Fig. 1: clock nets
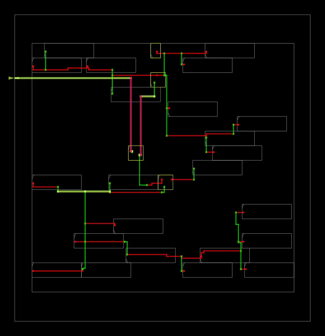
Fig. 2: routed clock nets over the placement
(6 px per um)
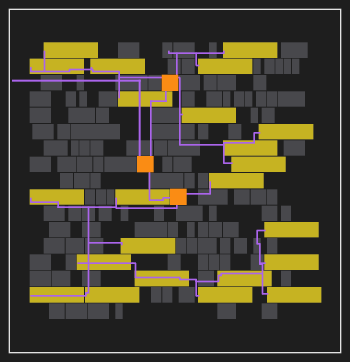
Fig. 3: the metal 3 layer
(8 px per um) Cells faint in the background.
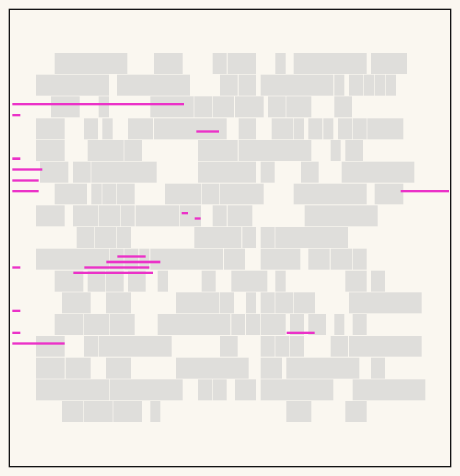
Fig. 4: placement density heat map
(6 px per um) The die is cut into 11 by 11 equal tiles; white is low, dark blue is high, 0 to 100% covered.
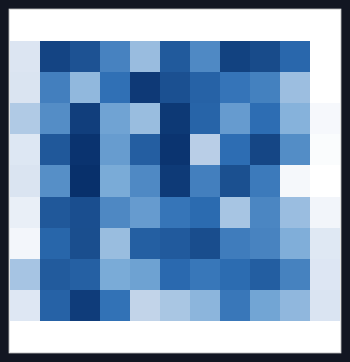
`config.mk`:
```
export PLATFORM = sky130hd
export DESIGN_NAME = mux_rr_arbiter
export DESIGN_NICKNAME = d
export VERILOG_FILES = /design/src/rtl/mux_arb_pkg.sv /design/src/rtl/mux_rr_arbiter_rr_pick.sv /design/src/rtl/mux_rr_arbiter.sv
export SDC_FILE = /design/constraint.sdc
export NUM_CORES = 1
export LEC_CHECK = 0
export ABC_CLOCK_PERIOD_IN_PS = 4600
export CAP_MARGIN = 20
export CORE_AREA = 3 3 52 54
export DETAILED_ROUTE_END_ITERATION = 7
export DIE_AREA = 0 0 55 57
export PLACE_DENSITY_LB_ADDON = 0.08
export SYNTH_ARGS = -nofsm -noshare
export SYNTH_HDL_FRONTEND = slang
export SYNTH_SLANG_ARGS = --single-unit
```
`constraint.sdc`:
```
create_clock -name clk -period 4.6 [get_ports clk]
set_clock_uncertainty 0.2 [all_clocks]
set_input_delay 0.46 -clock clk [delete_from_list [all_inputs] [get_ports clk]]
set_output_delay 0.46 -clock clk [all_outputs]
set_load 0.01 [all_outputs]
```
`src/rtl/mux_arb_pkg.sv`:
```
// rtl/mux_arb_pkg.sv - shared constants, state encoding and helpers for the 4:1 mux arbiter
package mux_arb_pkg;

  localparam int NUM_REQ = 4;
  localparam int IDX_W   = 2;

  typedef enum logic [1:0] {
    IDLE  = 2'd0,
    GRANT = 2'd1,
    GAP   = 2'd2
  } state_t;

  function automatic logic [NUM_REQ-1:0] onehot(input logic [IDX_W-1:0] idx);
    logic [NUM_REQ-1:0] v;
    v      = '0;
    v[idx] = 1'b1;
    return v;
  endfunction

endpackage

```
`src/rtl/mux_rr_arbiter_rr_pick.sv`:
```
// rtl/mux_rr_arbiter_rr_pick.sv - rotating priority encoder: first set request at or after ptr
module rr_pick
  import mux_arb_pkg::*;
(
  input  logic [NUM_REQ-1:0] req,
  input  logic [IDX_W-1:0]   ptr,
  output logic [IDX_W-1:0]   idx,
  output logic               any
);

  logic [IDX_W-1:0] cand;

  // Walk offsets from farthest to nearest so the nearest set request wins.
  always_comb begin
    idx  = ptr;
    cand = ptr;
    any  = |req;
    for (int i = NUM_REQ - 1; i >= 0; i--) begin
      cand = ptr + i[IDX_W-1:0];
      if (req[cand]) idx = cand;
    end
  end

endmodule

```
`src/rtl/mux_rr_arbiter.sv`:
```
// rtl/mux_rr_arbiter.sv - round-robin owner sequencer for the shared 4:1 output mux
// Optional MUX_ARB_PRIO0_EN: requester 0 always wins arbitration and does not advance the pointer.
module mux_rr_arbiter
  import mux_arb_pkg::*;
#(
  parameter int MAX_TENURE = 4,
  parameter int GAP_CYCLES = 1
) (
  input  logic               clk,
  input  logic               rst,
  input  logic               en,
  input  logic [NUM_REQ-1:0] req,
  output logic [NUM_REQ-1:0] gnt,
  output logic [IDX_W-1:0]   sel,
  output logic               valid,
  output logic               busy,
  output logic               expired
);

  localparam logic [7:0] TEN_LAST = 8'(MAX_TENURE - 1);
  localparam logic [3:0] GAP_LAST = (GAP_CYCLES > 0) ? 4'(GAP_CYCLES - 1) : 4'd0;

  state_t             state, state_d;
  logic [7:0]         cnt, cnt_d;
  logic [3:0]         gap_cnt, gap_cnt_d;
  logic [IDX_W-1:0]   ptr, ptr_d;
  logic [IDX_W-1:0]   sel_d;
  logic [NUM_REQ-1:0] gnt_d;
  logic               expired_d;

  logic [IDX_W-1:0]   pick_idx, win_idx, ptr_rel;
  logic               pick_any, owner_drop, tenure_hit;

  rr_pick u_pick (
    .req (req),
    .ptr (ptr),
    .idx (pick_idx),
    .any (pick_any)
  );

`ifdef MUX_ARB_PRIO0_EN
  assign win_idx = req[0] ? '0 : pick_idx;
  assign ptr_rel = (sel == '0) ? ptr : sel + 1'b1;
`else
  assign win_idx = pick_idx;
  assign ptr_rel = sel + 1'b1;
`endif

  // sel tracks the owner for the whole tenure, so it doubles as the owner index.
  assign owner_drop = !req[sel];
  assign tenure_hit = (cnt == TEN_LAST);

  assign valid = |gnt;
  assign busy  = (state != IDLE);

  always_comb begin
    state_d   = state;
    cnt_d     = cnt;
    gap_cnt_d = gap_cnt;
    ptr_d     = ptr;
    sel_d     = sel;
    gnt_d     = gnt;
    expired_d = 1'b0;
    case (state)
      IDLE: begin
        if (en && pick_any) begin
          state_d = GRANT;
          gnt_d   = onehot(win_idx);
          sel_d   = win_idx;
          cnt_d   = '0;
        end
      end
      GRANT: begin
        if (owner_drop || tenure_hit) begin
          // A voluntary drop takes precedence over a coincident expiry.
          expired_d = !owner_drop;
          gnt_d     = '0;
          ptr_d     = ptr_rel;
          cnt_d     = '0;
          gap_cnt_d = '0;
          state_d   = (GAP_CYCLES > 0) ? GAP : IDLE;
        end else if (cnt != 8'hFF) begin
          cnt_d = cnt + 8'd1;
        end
      end
      GAP: begin
        if (gap_cnt == GAP_LAST) begin
          state_d   = IDLE;
          gap_cnt_d = '0;
        end else begin
          gap_cnt_d = gap_cnt + 4'd1;
        end
      end
      default: begin
        state_d = IDLE;
        gnt_d   = '0;
      end
    endcase
  end

  always_ff @(posedge clk or posedge rst) begin
    if (rst) begin
      state   <= IDLE;
      cnt     <= '0;
      gap_cnt <= '0;
      ptr     <= '0;
      sel     <= '0;
      gnt     <= '0;
      expired <= 1'b0;
    end else begin
      state   <= state_d;
      cnt     <= cnt_d;
      gap_cnt <= gap_cnt_d;
      ptr     <= ptr_d;
      sel     <= sel_d;
      gnt     <= gnt_d;
      expired <= expired_d;
    end
  end

endmodule

```
==> metrics.log <==
[metrics] run summary
[metrics] outcome: finished clean
[metrics] multi-input combinational cell area: ~730 um2
[metrics] Worst R2R Start: cnt[0]
[metrics] area of the core: around 0.0023 mm2
[metrics] Site Rows: 17
[metrics] global-route met3 utilization: under 10%
[metrics] critical path data required time: around 4000 ps
[metrics] leading registers by flop count: cnt x8, gap_cnt x4, gnt x4
[metrics] area share of and/or/nand/nor cells after synthesis: between 20% and 30%
[metrics] Post-Route WL: 2800 um
[metrics] number of cells in Yosys stat: about 130
[metrics] Unique cell types: around 42
[metrics] vias after detailed routing: roughly 1100
[metrics] most used logic cell in the final layout: dfrtp_1
[metrics] drt first pass iters: 4
[metrics] final core occ: 68.1%
[metrics] routed length on met1: 1330 um
[metrics] final global-route overflow total: 0
[metrics] number of global-route vias before repair: 1052
[metrics] number of routed nets with antenna violations: 0
[metrics] highest routing layer actually used: met4
[metrics] final weighted congestion in routability-driven placement: around 0.79
[metrics] Tightest Pin Transition: 875 ps
[metrics] dominant kind of combinational cell: simple AND/OR/NAND/NOR gates
[metrics] end point of the critical path: valid
[metrics] sum of met3 wire segment lengths after detailed routing: approximately 79 um
[metrics] synthesis area per yosys: between 0.001 and 0.0015 mm2
[metrics] OpenROAD warnings: 27
[metrics] clock tree from TritonCTS: built
[metrics] drt initial violations: 24
[metrics] endpoints failing setup: 0
[metrics] terminus of the critical flop-to-flop path: ptr[1]
[metrics] time the worst path needs with I/O delays and setup: 2430 ps
[metrics] GR met2 Demand/Resource: between 30% and 40%
[metrics] startpoint of the most critical setup path: gnt[2]
[metrics] vias per cell: ~6.3
[metrics] Commonest flop: dfrtp_1
[metrics] startpoint of the tightest hold check path: gap_cnt[2]
[metrics] cell area after technology mapping: 0.00134 mm2
[metrics] number of fill cells in the layout: 184
[metrics] count of flip-flops with a built-in enable after synthesis: 0
[metrics] area fraction in full adders, half adders and majority gates: ~2.8%
[metrics] Bufs on Longest Clock Path: 2
[metrics] Floorplan Nets: approximately 140
[metrics] fmax: between 0.4 and 0.5 GHz
[metrics] Chip Footprint: 0.00314 mm2
[metrics] core utilization before placement: a little under 60%
[metrics] area fraction in mux cells: 4.78%
[metrics] async set-or-reset flop fraction in the synthesized netlist: 100%
[metrics] Area growth syn-to-layout: 15.1%
[metrics] Layout Cell Area excl Fill: between 0.0015 and 0.002 mm2
[metrics] number of nets in the final layout: 158
[metrics] number of primary I/O pins: 16
[metrics] CP Launch Type: flop
[metrics] proportion of power drawn by flip-flops and latches: ~40%
[metrics] global-route wire length before repair: 4690 um
[metrics] combined flip-flop and latch cell area: around 580 um2
[metrics] count of max-cap constraint violations: 0
[metrics] # hold bufs at CTS: 0
[metrics] area of placed instances: roughly 0.0015 mm2
[metrics] share of synthesized area occupied by flip-flops and latches: 43.1%
[metrics] GR met1 Demand/Resource: 27.5%
[metrics] height of the die: 57 um
[metrics] max-slew violation count: 0
[metrics] Worst Hold End: gap_cnt[2]
[metrics] power spent charging and discharging nets: 0.339 mW
[metrics] overall power: approximately 0.85 mW
[metrics] detail-routed net length per standard cell: ~16 um
[metrics] most common logic cells in the final layout: dfrtp_1, clkdlybuf4s50_1, a21oi_1, o21ai_0, nand2_1
[metrics] critical path peak fanout: 3
## Picture notes: Fig. 1
number of sequential cells in the layout: 23
clock buffers created by TritonCTS: 3
total of clock buffers placed in the layout: 3

## Picture notes: Fig. 2
Key: purple = clock wires [length 263 um]; yellow = flip-flops [count 23]; orange = cells driving clock nets [count 3]
There are 4 routed clock nets. Position of the flops: widely spread.
clock network power: 0.0963 mW
Clk network pwr share: 11.4%
clock latency reported for the late side of the worst-skew pair: 320 ps

## Picture notes: Fig. 3
17 nets have wire on it. The layer carries 79.3 um of wire.

## Picture notes: Fig. 4
The fullest tile reaches 100%. 21% of the tiles are nearly empty. The densest ninth of the die: middle. The mean over all tiles is 48%.

## per-stage QoR
stage | worst slack [ps] | std cells
floorplan | 2550 | 129
global placement | 2180 | 171
detailed placement | 2120 | 171
CTS | 2160 | 175
global route | 2120 | 175
finish | 2170 | 175
## final cells by class
cell class | count | area share [%]
timing repair buffer | 15 | 9.77
clock buffer | 3 | 1.47
inverter | 4 | 0.977
multi-input combinational | 101 | 47.7
tap | 28 | 2.28
clock inverter | 1 | 0.326
sequential | 23 | 37.5
## power groups by stage
stage | clock [mW] | combinational, mW | sequential (mW)
floorplan | 0 | 0.278 | 0.326
global placement | 0 | 0.410 | 0.327
detailed placement | 0 | 0.421 | 0.330
CTS | 0.0964 | 0.424 | 0.327
global route | 0.105 | 0.461 | 0.339
finish | 0.0963 | 0.421 | 0.329
## cells in the mapped netlist (all sizes together) (2+ instances only)
| library cell | number | area share, % |
|---|---|---|
| a21oi | 10 | 4.6 |
| o22ai | 3 | 1.4 |
| o31ai | 4 | 2.2 |
| or2 | 2 | 0.94 |
| nand4 | 2 | 0.94 |
| o21a | 2 | 2.2 |
| nand3 | 6 | 2.2 |
| nor2b | 5 | 2.3 |
| nand2 | 8 | 2.2 |
| or4 | 5 | 2.8 |
| o2bb2ai | 2 | 1.3 |
| inv | 4 | 1.1 |
| nand2b | 4 | 2.4 |
| nor2 | 6 | 2.9 |
| dfrtp | 23 | 43 |
| o21ai | 11 | 4.1 |
| ha | 3 | 2.8 |
| xor2 | 2 | 1.3 |
| nor3 | 4 | 1.5 |
| or3 | 4 | 1.9 |
| mux2 | 3 | 3.1 |
## critical path, cell delays in order, from the launching register on
cell and delay, ps:
dfrtp_1 430, or4_1 530, clkdlybuf4s50_1 500
No activity file was given, so power comes from the tool's default toggle rates.
